`config.mk`:
```
export PLATFORM = sky130hd
export DESIGN_NAME = pr_hrav_reconfig_sequencer
export DESIGN_NICKNAME = d
export VERILOG_FILES = /design/src/rtl/pr_hrav_pkg.sv /design/src/rtl/pr_hrav_timeout_cnt.sv /design/src/rtl/pr_hrav_reconfig_sequencer.sv
export SDC_FILE = /design/constraint.sdc
export NUM_CORES = 1
export LEC_CHECK = 0
export ABC_AREA = 1
export ABC_CLOCK_PERIOD_IN_PS = 2000
export CAP_MARGIN = 20
export CORE_MARGIN = 2
export CORE_UTILIZATION = 55
export DETAILED_ROUTE_END_ITERATION = 10
export GPL_TIMING_DRIVEN = 1
export PLACE_DENSITY = 0.8
export SLEW_MARGIN = 0
export SYNTH_ARGS = -nofsm -noshare
export SYNTH_HDL_FRONTEND = slang
export SYNTH_SLANG_ARGS = --single-unit
```
`constraint.sdc`:
```
create_clock -name ACLK -period 2 [get_ports ACLK]
set_clock_uncertainty 0.1 [all_clocks]
set_input_delay 0.3 -clock ACLK [delete_from_list [all_inputs] [get_ports ACLK]]
set_output_delay 0.3 -clock ACLK [all_outputs]
set_load 0.05 [all_outputs]
```
`src/rtl/pr_hrav_pkg.sv`:
```
// pr_hrav_pkg: shared sequencer state encoding, status codes and timer sizing helpers
package pr_hrav_pkg;
  typedef enum logic [2:0] {
    S_IDLE   = 3'd0,
    S_DRAIN  = 3'd1,
    S_RESET  = 3'd2,
    S_CONFIG = 3'd3,
    S_HOLD   = 3'd4,
    S_ENABLE = 3'd5,
    S_REPORT = 3'd6
  } state_t;
  typedef enum logic [1:0] {
    ST_OK       = 2'b00,
    ST_DRAIN_TO = 2'b01,
    ST_CFG_ERR  = 2'b10,
    ST_CFG_TO   = 2'b11
  } status_t;
  function automatic int max3(int a, int b, int c);
    return a > b ? (a > c ? a : c) : (b > c ? b : c);
  endfunction
  function automatic int clog2_min1(int v);
    return v > 2 ? $clog2(v) : 1;
  endfunction
endpackage

```
`src/rtl/pr_hrav_timeout_cnt.sv`:
```
// pr_hrav_timeout_cnt: shared state timer; ACLK/a_reset, clr wins over en, hit when count equals tc
module pr_hrav_timeout_cnt #(
  parameter int W = 4
) (
  input  logic         ACLK,
  input  logic         a_reset,
  input  logic         clr,
  input  logic         en,
  input  logic [W-1:0] tc,
  output logic         hit
);
  logic [W-1:0] cnt_q, cnt_d;
  always_comb cnt_d = clr ? '0 : en ? cnt_q + W'(1) : cnt_q;
  always_ff @(posedge ACLK) cnt_q <= a_reset ? '0 : cnt_d;
  assign hit = cnt_q == tc;
endmodule

```
`src/rtl/pr_hrav_reconfig_sequencer.sv`:
```
// pr_hrav_reconfig_sequencer: drain/reset/configure/hold/enable sequencer for two scanner cores; req in, cfg handshake, core_dis/core_rst, status pulse, debug state and OK counter out
module pr_hrav_reconfig_sequencer
  import pr_hrav_pkg::*;
#(
  parameter int DRAIN_TIMEOUT = 4096,
  parameter int CFG_TIMEOUT   = 1048576,
  parameter int RST_HOLD      = 16
) (
  input  logic        ACLK,
  input  logic        a_reset,
  input  logic        req_valid,
  input  logic        req_core,
  output logic        req_ready,
  input  logic [1:0]  core_busy,
  output logic        cfg_start,
  input  logic        cfg_done,
  input  logic        cfg_error,
  output logic [1:0]  core_dis,
  output logic [1:0]  core_rst,
  output logic        status_valid,
  output logic [1:0]  status_code,
  output logic        status_core,
  output logic [2:0]  seq_state,
  output logic [15:0] reconfig_cnt
);
  localparam int TW = clog2_min1(max3(DRAIN_TIMEOUT, CFG_TIMEOUT, RST_HOLD));
  localparam logic [TW-1:0] DRAIN_TC = TW'(DRAIN_TIMEOUT - 1);
  localparam logic [TW-1:0] CFG_TC   = TW'(CFG_TIMEOUT - 1);
  localparam logic [TW-1:0] HOLD_TC  = TW'(RST_HOLD - 1);
  state_t      state_q, state_d;
  status_t     code_q, code_d;
  logic        tgt_q, tgt_d;
  logic        req_ready_q, cfg_start_q, status_valid_q;
  logic [1:0]  core_dis_q, core_dis_d, core_rst_q, core_rst_d;
  logic [15:0] reconfig_cnt_q, reconfig_cnt_d;
  logic [TW-1:0] tc;
  logic        hit;
  pr_hrav_timeout_cnt #(.W(TW)) u_timer (
    .ACLK    (ACLK),
    .a_reset (a_reset),
    .clr     (state_d != state_q),
    .en      (state_q != S_IDLE),
    .tc      (tc),
    .hit     (hit)
  );
  always_comb tc = state_q == S_DRAIN ? DRAIN_TC : state_q == S_CONFIG ? CFG_TC : HOLD_TC;
  // Output registers are loaded from the next-state decode, so each
  // state's outputs are visible during that state's own cycles.
  always_comb begin
    state_d        = state_q;
    code_d         = code_q;
    tgt_d          = tgt_q;
    core_dis_d     = core_dis_q;
    core_rst_d     = core_rst_q;
    reconfig_cnt_d = reconfig_cnt_q;
    case (state_q)
      S_IDLE: if (req_valid && req_ready_q) begin
        state_d              = S_DRAIN;
        tgt_d                = req_core;
        core_dis_d[req_core] = 1'b1;
      end
      S_DRAIN: if (!core_busy[tgt_q]) begin
        state_d           = S_RESET;
        core_rst_d[tgt_q] = 1'b1;
      end else if (hit) begin
        state_d           = S_REPORT;
        code_d            = ST_DRAIN_TO;
        core_dis_d[tgt_q] = 1'b0;
      end
      S_RESET: state_d = S_CONFIG;
      S_CONFIG: if (cfg_error) begin
        state_d = S_REPORT;
        code_d  = ST_CFG_ERR;
      end else if (cfg_done) state_d = S_HOLD;
      else if (hit) begin
        state_d = S_REPORT;
        code_d  = ST_CFG_TO;
      end
      S_HOLD: if (hit) begin
        state_d           = S_ENABLE;
        core_rst_d[tgt_q] = 1'b0;
        core_dis_d[tgt_q] = 1'b0;
        reconfig_cnt_d    = reconfig_cnt_q + 16'd1;
      end
      S_ENABLE: begin
        state_d = S_REPORT;
        code_d  = ST_OK;
      end
      default: state_d = S_IDLE;
    endcase
  end
  always_ff @(posedge ACLK) begin
    if (a_reset) begin
      state_q        <= S_IDLE;
      code_q         <= ST_OK;
      tgt_q          <= 1'b0;
      req_ready_q    <= 1'b1;
      cfg_start_q    <= 1'b0;
      status_valid_q <= 1'b0;
      core_dis_q     <= 2'b00;
      core_rst_q     <= 2'b00;
      reconfig_cnt_q <= 16'd0;
    end else begin
      state_q        <= state_d;
      code_q         <= code_d;
      tgt_q          <= tgt_d;
      req_ready_q    <= state_d == S_IDLE;
      cfg_start_q    <= state_d == S_RESET;
      status_valid_q <= state_d == S_REPORT;
      core_dis_q     <= core_dis_d;
      core_rst_q     <= core_rst_d;
      reconfig_cnt_q <= reconfig_cnt_d;
    end
  end
  assign req_ready    = req_ready_q;
  assign cfg_start    = cfg_start_q;
  assign status_valid = status_valid_q;
  assign status_code  = code_q;
  assign status_core  = tgt_q;
  assign seq_state    = state_q;
  assign core_dis     = core_dis_q;
  assign core_rst     = core_rst_q;
  assign reconfig_cnt = reconfig_cnt_q;
endmodule

```
Figure 1. Placed standard cells.
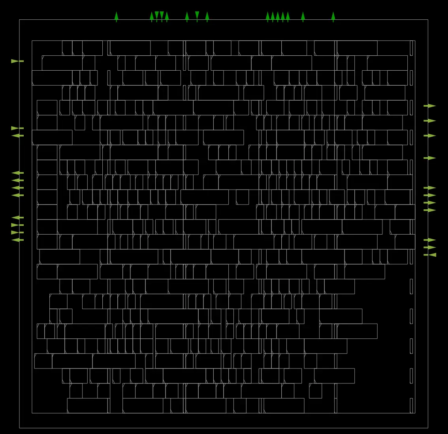
n_taps: 67
Seq Cell Count: 49
Final Core Density: 71.92%

Figure 2. Metal layers overlaid.
Drawn at 4 px/um. Only two layers are drawn.
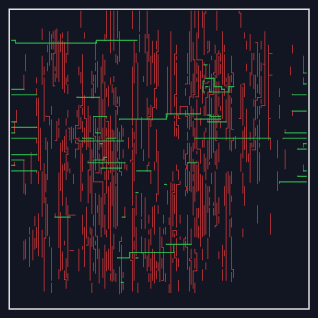
- met3: green (wire length 257 um)
- met2: red (wire length 2950 um)
GRT Total Usage: 22.58%
drt wl/cell: 12.14 um
via count: 2613
total wire length: 6154 um

Figure 3. Met2 routing.
Drawn at 6 px/um.
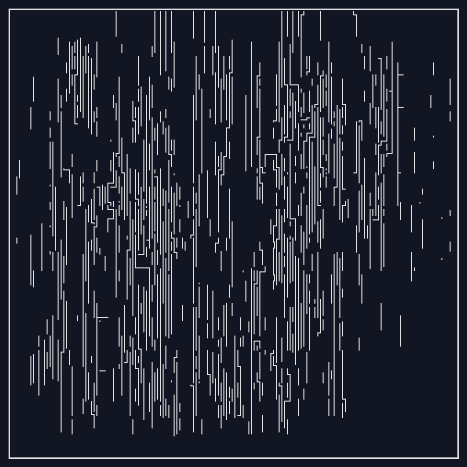
- nets with wire on the layer: 377
- main direction: vertical
- longest straight run: 27.5 um
- wire length on this layer: 2950 um
met2 Use GR: 36.09%

==> qor.txt <==
MI comb cells = 288
Buf/Inv on CP = 1
Post-CTS Setup Inserts = 0
Dominant cell area share = 35.82%
Max_cap viols = 0
Aoi share = 7.812%
Area Overhead vs Synth = 24.85%
Post_cts resized = 0
Hold path start = status_code[1]$_SDFFE_PP0P_
Final net count = 449
Status = complete, no violations
Met3 Use GR = 4.472%
Critical register-to-register path endpoint = u_timer.cnt_q[10]$_SDFFE_PP0P_
Post-DP HPWL = 4252 um
Mean Syn Cell Area = 7.041 um^2
Num CTS Buffers = 5
VDD IR-drop max = 0.5338 mV
XOR/XNOR Area Share = 8.954%
Placed Cells = 496
Critical path arrival = 1.56 ns
Pins over their slew limit = 0
Adder share = 0.9137%
CLK BUF = 7
Power Sequential = 0.00110 W
Worst path depth = 1
Crit path max-delay family = buffers and inverters
Worst hold path class = reg2reg
Switching power = 0.0009749 W
Vias in the first global route = 2251
Row count = 25
PnR worst setup slack = 0.04320 ns
Final Power = 0.002643 W
Nonclk inv count = 46
Antenna viol nets, final = 0
Fin crit share = 97.84%
Internal Power = 0.001668 W
Figure 4. Ports around the boundary.
Drawn at 6 px/um. Pins as bars across the die edge, other pins in gray.
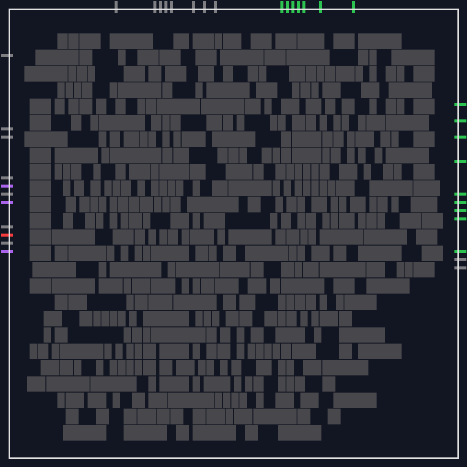
- seq_state: purple (pins 3; direction output; edge left)
- reconfig_cnt: green (pins 16; direction output; edge 9 right, 7 top)
- cfg_done: red (pins 1; direction input; edge left)
Die Span X: 74.57 um
PortBufs: 36
Die H: 74.57 um

Figure 5. Port wiring.
Drawn at 4 px/um.
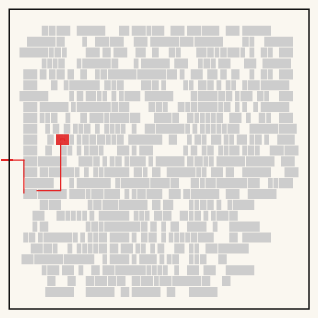
- cfg_done: red (bits 1; direction input; edge left; end cells 2; buffers 1; wire 31.0 um)
I/O pin cnt: 37

[cell usage in the layout (no fill, tap or decap), drive strengths merged, types with 2 or more instances in the layout]
cell	count
o21ai	15
or2	2
nand2	91
nand4	8
dlymetal6s2s	3
ha	2
nor3	10
a21oi	25
nor3b	2
inv	46
buf	14
dfxtp	49
clkbuf	8
xnor2	9
xor2	19
nand3	27
clkdlybuf4s50	31
nor2	73
[sequential cells by signal (all words and copies together) (netlist names), named ones only]
register and count:
u_timer.cnt_q 20, reconfig_cnt 16, seq_state 3, core_dis 2, status_code 2, cfg_start 1, req_ready 1, status_core 1
status_valid 1
[tightest hold or removal path: stages, from the launching register on]
cell,delay (ns)
dfxtp_1,0.32
nand2_1,0.06
a21oi_1,0.05
Power is estimated from default activity; no workload was simulated.
